Design inst_encoder, sky130hd; sources not shown.
run_1/clock_nets.png
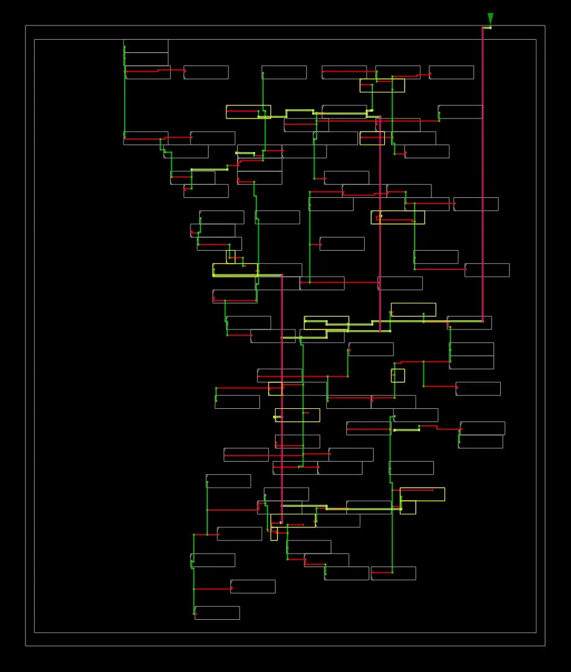
number of clock buffer instances in the layout: 11
total clock sinks: 78

run_1/layers.png
Drawn at 3 px/um.
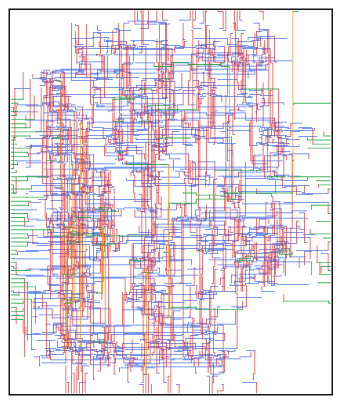
- M3: green (wire length 722 um)
- M1: blue (wire length 6,190 um)
- M4: orange (wire length 537 um)
- M2: red (wire length 6,450 um)
Via Count: 4,764
DR WL/cell: 14.5 um
all-layer global routing usage: 0.208
routed wire length: 13.9 mm

run_1/floorplan.png
Drawn at 3 px/um. Pins as bars on the die edge. Tap cells in grey.
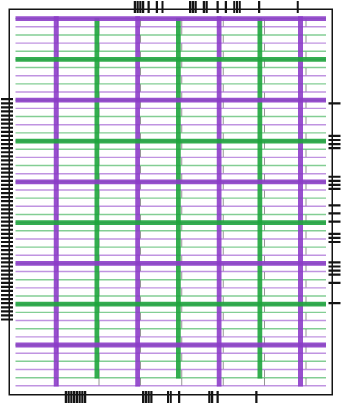
- VDD: green
- VSS: purple
- tap cells: 164
- rows: 45
- met4 straps: 7
vertical die dimension: 128 um
maximum resistive drop on vdd: 0.000515 V
placeable core region: 12,700 um2
horizontal die dimension: 107 um

run_1/m3.png
Drawn at 2 px/um. Cells faint in the background.
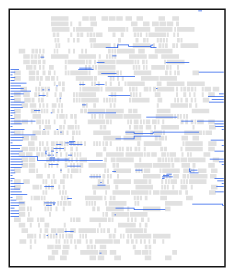
- nets with wire on the layer: 117
- longest straight run: 32.4 um
- main direction: horizontal
global routing met3 resource utilization: 0.0391

==> results_tabular.tex, run 1 <==
% Auto-generated results table
\begin{tabular}{lr}
\hline
Metric & Value \\
\hline
\multicolumn{2}{l}{\textbf{Outcome}} \\
\quad Status & finished clean \\
\multicolumn{2}{l}{\textbf{Worst setup path}} \\
\quad Worst setup path class & reg2out \\
\quad Largest fanout on the critical path & 18 \\
\quad Number of buffers and inverters on the critical path & 3 \\
\quad Sequence of cells on the critical path & nor2\_1, inv\_1, buf\_12, o21ai\_0, a21oi\_1, clkdlybuf4s50\_1 \\
\quad CP max-delay cell & sky130\_fd\_sc\_hd\_\_clkdlybuf4s50\_1 \\
\quad Launching element type of the critical path & register \\
\quad FF-to-FF path depth & 9 \\
\multicolumn{2}{l}{\textbf{Timing}} \\
\quad Max Clock Skew & roughly 0.0033 ns \\
\quad Setup\_tns & 0 ns \\
\quad Final max-slew violation count & 0 \\
\quad Endpoints failing hold & 0 \\
\quad Post-route clock period utilization & 0.984 \\
\quad Worst Tran Pin Value & 0.713 ns \\
\quad Hold WS & 0.225 ns \\
\quad Post-route minimum period & 2.07 ns \\
\quad Relative max-transition margin & 0.524 \\
\quad Total setup violations reported at the end of the flow & 0 \\
\multicolumn{2}{l}{\textbf{Clock tree}} \\
\quad CTS H-Tree Depth & 3 \\
\quad Maximum clock path buffer count & 2 \\
\quad CTS clk-pin slew, worst paths & roughly 0.06 ns \\
\quad Buffer cell driving the clock tree root & sky130\_fd\_sc\_hd\_\_clkbuf\_16 \\
\quad TritonCTS clock tree & yes \\
\quad Insertion delay at the late pin of the worst-skew pair & 0.34 ns \\
\multicolumn{2}{l}{\textbf{Drt}} \\
\quad DRC marker count from the first detailed-route iteration & around 340 \\
\quad Number of design rule violations left after detail routing & 0 \\
\quad Count of antenna-violating nets left after detailed routing & 0 \\
\multicolumn{2}{l}{\textbf{Global route}} \\
\quad Number of antenna violations at the first check in global routing & 0 \\
\quad First-pass GRT wire length & approximately 22 mm \\
\quad Pin count of the biggest net entering global routing & 62 \\
\multicolumn{2}{l}{\textbf{Cells and area}} \\
\quad Summed area of non-filler cells in the final layout & 6260 um2 \\
\quad Multi-input combinational cell area & 2200 um2 \\
\quad \# fillers & approximately 1.2k \\
\quad Non-filler cells, final & between 900 and 1k \\
\quad Most frequently placed logic cells in the final layout & sky130\_fd\_sc\_hd\_\_nand2\_1, sky130\_fd\_sc\_hd\_\_clkdlybuf4s50\_1, sky130\_fd\_sc\_hd\_\_dfrtp\_1 \\
\quad Nets & approximately 860 \\
\quad Final core utilization & 0.494 \\
\multicolumn{2}{l}{\textbf{Power}} \\
\quad Leakage Power & between 3 and 4 nW \\
\quad Sequential group share of total power & 0.324 \\
\quad Post-layout total power & 0.00763 W \\
\quad Share of power burned in combinational logic & 0.485 \\
\quad Power spent charging and discharging nets & 0.00283 W \\
\quad Internal cell power & 0.00480 W \\
\quad Power Sequential & 0.00247 W \\
\quad Switching Share & 0.371 \\
\quad Power per cell area & $\sim$1200 nW/um2 \\
\quad Combinational group power & 0.00370 W \\
\multicolumn{2}{l}{\textbf{Logic synthesis}} \\
\quad Average footprint of a synthesized cell & 6.79 um2 \\
\quad Synth Area in Simple Gates & 0.332 \\
\quad Number of distinct standard cells referenced by the synthesized netlist & 32 \\
\quad Cell count listed in synth\_stat.txt & 671 \\
\quad Synth Cell Area & 4560 um2 \\
\quad Yosys warnings & 0 \\
\quad Dominant cells by area after synthesis & sky130\_fd\_sc\_hd\_\_dfrtp\_1, sky130\_fd\_sc\_hd\_\_nand2\_1, sky130\_fd\_sc\_hd\_\_inv\_1 \\
\quad Dominant combinational family & simple AND/OR/NAND/NOR gates \\
\quad Sequential share of the synthesized area & 0.428 \\
\quad Compound-cell area share of the yosys netlist & 0.134 \\
\quad Number of instances in the synthesized netlist & between 600 and 700 \\
\quad Mapped Nets & 744 \\
\multicolumn{2}{l}{\textbf{Job}} \\
\quad Tool warnings & 27 \\
\quad Max capacitance violation total & 0 \\
\multicolumn{2}{l}{\textbf{Place}} \\
\quad Setup slack after placement & 0.0783 ns \\
\quad Port Buf Inserts & about 110 \\
\quad Placed cell count & between 900 and 1k \\
\multicolumn{2}{l}{\textbf{Floorplan}} \\
\quad Number of ports placed on the die boundary & around 110 \\
\quad Fp\_density & 0.360 \\
\hline
\end{tabular}
-- run 1: per-layer routing --
metal  track usage  vias up  wire length [um]
met5             0        -                 0
met4         0.102        0               537
met3        0.0391       35               721
met2         0.336      182              6450
met1         0.265     2208              6190
li1              -     2339                 -
-- run 1: synth_stat cells (all sizes together) --
master and number:
nand4 3, nor3 5, a21oi 36, clkbuf 19, o211ai 4, o221ai 3, inv 75, dfrtp 78
o21ai 68, nand2 278, a22oi 1, xnor2 1, clkinv 2, ha 2, nor2 46, a211o 1
nand3 34, buf 7, xor2 5, or2 1, o22ai 2
-- run 1: cell type report --
class / instances / share of cell area
clock inverter: 5 / 0.00539
tap: 164 / 0.0328
multi-input combinational: 490 / 0.352
sequential: 78 / 0.312
inverter: 77 / 0.0467
clock buffer: 11 / 0.0388
timing repair buffer: 131 / 0.213
==> run 2, diff against run 1 <==
--- a/config.mk
+++ b/config.mk
@@ -9,6 +9,7 @@
 export CORE_ASPECT_RATIO = 1.2
 export CORE_MARGIN = 1.5
 export CORE_UTILIZATION = 35
+export CTS_BUF_LIST = sky130_fd_sc_hd__clkbuf_16
 export CTS_CLUSTER_SIZE = 20
 export DETAILED_ROUTE_END_ITERATION = 8
 export SETUP_SLACK_MARGIN = 0.02
==> run 2 against run 1 <==
Cell count is 0.10% lower. Count of clock-buffer cells in the layout fell by 2. Clock skew about the same. Non-clock buffer count shrank 1. Critical path depth decreased by 1. Combinational power down 2%. Total power down 1.7%. Worst hold slack better by 0.0025 ns. Register-to-register slack barely moved. Synthesized area unchanged. Clock power decreased by 3%. Flip-flop count stayed put. Critical endpoint is now inst_o[7]. Largest cell class unchanged. Largest power group unchanged.
==> results_tabular.tex, run 2 <==
% Auto-generated results table
\begin{tabular}{lr}
\hline
Metric & Value \\
\hline
\multicolumn{2}{l}{\textbf{Logic synthesis}} \\
\quad Post-synth tally of flip-flops with integrated enable & 0 (unchanged) \\
\quad Mapped Nets & 744 (unchanged) \\
\quad Compound-cell area share of the yosys netlist & 0.134 (unchanged) \\
\quad Synth Area in Simple Gates & 0.332 (unchanged) \\
\quad Asr flop ratio synth & 1.00 (unchanged) \\
\quad Dominant combinational family & simple AND/OR/NAND/NOR gates \\
\quad Number of distinct standard cells referenced by the synthesized netlist & 32 (unchanged) \\
\quad Average footprint of a synthesized cell & 6.79 um2 (unchanged) \\
\quad Sequential share of the synthesized area & 0.428 (unchanged) \\
\quad Most used standard cell by instance count after synthesis & sky130\_fd\_sc\_hd\_\_nand2\_1 \\
\quad Most instantiated cells after synthesis & sky130\_fd\_sc\_hd\_\_nand2\_1, sky130\_fd\_sc\_hd\_\_dfrtp\_1, sky130\_fd\_sc\_hd\_\_inv\_1 \\
\quad Dominant cells by area after synthesis & sky130\_fd\_sc\_hd\_\_dfrtp\_1, sky130\_fd\_sc\_hd\_\_nand2\_1, sky130\_fd\_sc\_hd\_\_inv\_1 \\
\quad Yosys warnings & 0 (unchanged) \\
\quad Synth Cell Area & 4560 um2 (unchanged) \\
\quad Number of instances in the synthesized netlist & 671 (unchanged) \\
\quad Cell count listed in synth\_stat.txt & 671 (unchanged) \\
\multicolumn{2}{l}{\textbf{Drt}} \\
\quad Met1 Wirelength & 6.12 mm (-1.1\%) \\
\quad Count of antenna-violating nets left after detailed routing & 0 (unchanged) \\
\quad DR WL/cell & 14.3 um (-1.8\%) \\
\quad Met3 WL & 728 um (+0.97\%) \\
\quad Wire length on met2 & 6.28 mm (-2.7\%) \\
\multicolumn{2}{l}{\textbf{Outcome}} \\
\quad Status & finished clean \\
\multicolumn{2}{l}{\textbf{Timing}} \\
\quad Worst Tran Pin Value & 0.731 ns (+0.0182 ns) \\
\quad Max Clock Skew & 0.00370 ns (+0.000437 ns) \\
\quad Post-route clock period utilization & 0.987 (+0.00256) \\
\quad Post-route minimum period & 2.07 ns (+0.00538 ns) \\
\quad Setup\_tns & 0 ns (unchanged) \\
\quad Final max-slew violation count & 0 (unchanged) \\
\quad Endpoints failing hold & 0 (unchanged) \\
\quad Total setup violations reported at the end of the flow & 0 (unchanged) \\
\multicolumn{2}{l}{\textbf{Clock tree}} \\
\quad CTS H-Tree Depth & 3 (unchanged) \\
\quad Total clock sinks & 78 (unchanged) \\
\quad CTS clk-pin slew, worst paths & 0.06 ns (about the same) \\
\quad Maximum clock path buffer count & 2 (unchanged) \\
\quad Insertion delay at the late pin of the worst-skew pair & 0.34 ns (about the same) \\
\quad Buffer cell driving the clock tree root & sky130\_fd\_sc\_hd\_\_clkbuf\_16 \\
\multicolumn{2}{l}{\textbf{Worst setup path}} \\
\quad Launching element type of the critical path & register \\
\quad CP max-delay cell & sky130\_fd\_sc\_hd\_\_clkdlybuf4s50\_1 \\
\quad Data arrival time at the worst-slack endpoint & 1.86 ns \\
\quad Number of buffers and inverters on the critical path & 3 (unchanged) \\
\quad Worst setup path class & reg2out \\
\quad Largest fanout on the critical path & 45 (+27) \\
\quad Sequence of cells on the critical path & clkinv\_1, buf\_12, nand2\_1, a21oi\_1, clkdlybuf4s50\_1 \\
\multicolumn{2}{l}{\textbf{Power}} \\
\quad Power per cell area & 1210 nW/um2 (-1.1\%) \\
\quad Combinational group power & 0.00363 W (-2\%) \\
\quad Leakage Power & 3.03 nW (-0.95\%) \\
\quad Share of power burned in combinational logic & 0.483 (-0.002) \\
\quad Power spent charging and discharging nets & 0.00279 W (-1.8\%) \\
\quad Maximum resistive drop on vdd & 0.000515 V (about the same) \\
\quad Switching Share & 0.371 (about the same) \\
\multicolumn{2}{l}{\textbf{Floorplan}} \\
\quad Vertical die dimension & 128 um (unchanged) \\
\quad Placeable core region & 12,700 um2 (unchanged) \\
\quad Horizontal die dimension & 107 um (unchanged) \\
\quad Number of ports placed on the die boundary & 114 (unchanged) \\
\quad Fp\_density & 0.360 (unchanged) \\
\multicolumn{2}{l}{\textbf{Global route}} \\
\quad Number of antenna violations at the first check in global routing & 0 (unchanged) \\
\quad All-layer global routing usage & 0.207 (-0.000669) \\
\quad Pin count of the biggest net entering global routing & 62 (unchanged) \\
\multicolumn{2}{l}{\textbf{Cells and area}} \\
\quad Multi-input combinational cell area & 2200 um2 (unchanged) \\
\quad \# fillers & 1,234 (+0.57\%) \\
\quad Most frequently placed logic cells in the final layout & sky130\_fd\_sc\_hd\_\_nand2\_1, sky130\_fd\_sc\_hd\_\_clkdlybuf4s50\_1, sky130\_fd\_sc\_hd\_\_dfrtp\_1 \\
\quad Summed area of non-filler cells in the final layout & 6230 um2 (-0.60\%) \\
\quad Final core utilization & 0.491 (-0.00296) \\
\quad Nets & 859 (-0.12\%) \\
\multicolumn{2}{l}{\textbf{Place}} \\
\quad Setup slack after placement & 0.0783 ns (unchanged) \\
\hline
\end{tabular}
==> run 2: layer usage <==
layer,global-route usage,vias up
li1,-,2337
met2,0.335,179
met3,0.0422,31
met5,0,-
met1,0.266,2164
met4,0.0949,0
==> run 2: area by class of cell <==
cell class,count,share of cell area
Sequential cell,78,0.314
Timing Repair Buffer,130,0.210
Clock inverter,7,0.00663
Multi-Input combinational cell,490,0.354
Tap cell,164,0.0330
Inverter,77,0.0470
Clock buffer,9,0.0362
==> run 2: stage by stage <==
stage	std cells	total power [W]	hold WS, ns
3_5_place_dp	938	0.00612	0.460
2_1_floorplan	671	0.00426	0.374
5_1_grt	955	0.00814	0.272
3_3_place_gp	938	0.00603	0.448
4_1_cts	954	0.00757	0.235
6_report	955	0.00750	0.227
run_2/clock_nets.png
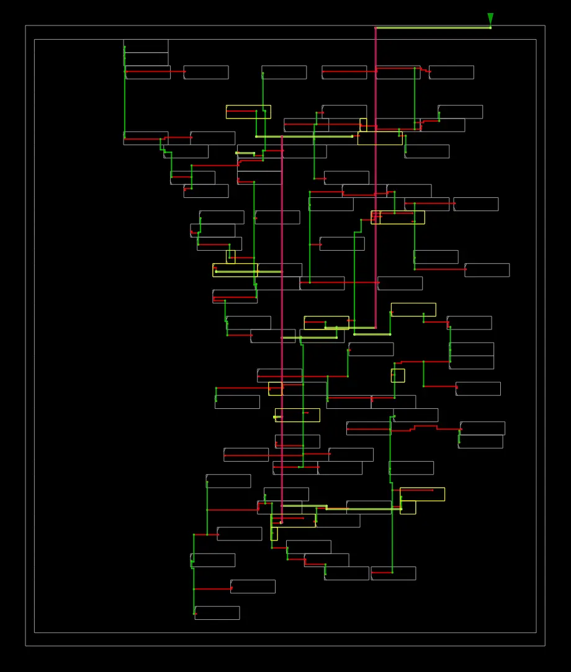
clock group power: 0.00140 W
number of clock buffer instances in the layout: 9

run_2/m3.png
Drawn at 2 px/um. Cells faint in the background.
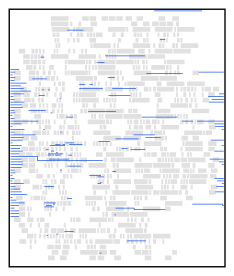
- share of all routed wire: 5.4%
- nets with wire on the layer: 113
- longest straight run: 32.4 um
routed wire length: 13.6 mm
Via Count: 4,711

No activity file was given, so power comes from the tool's default toggle rates.
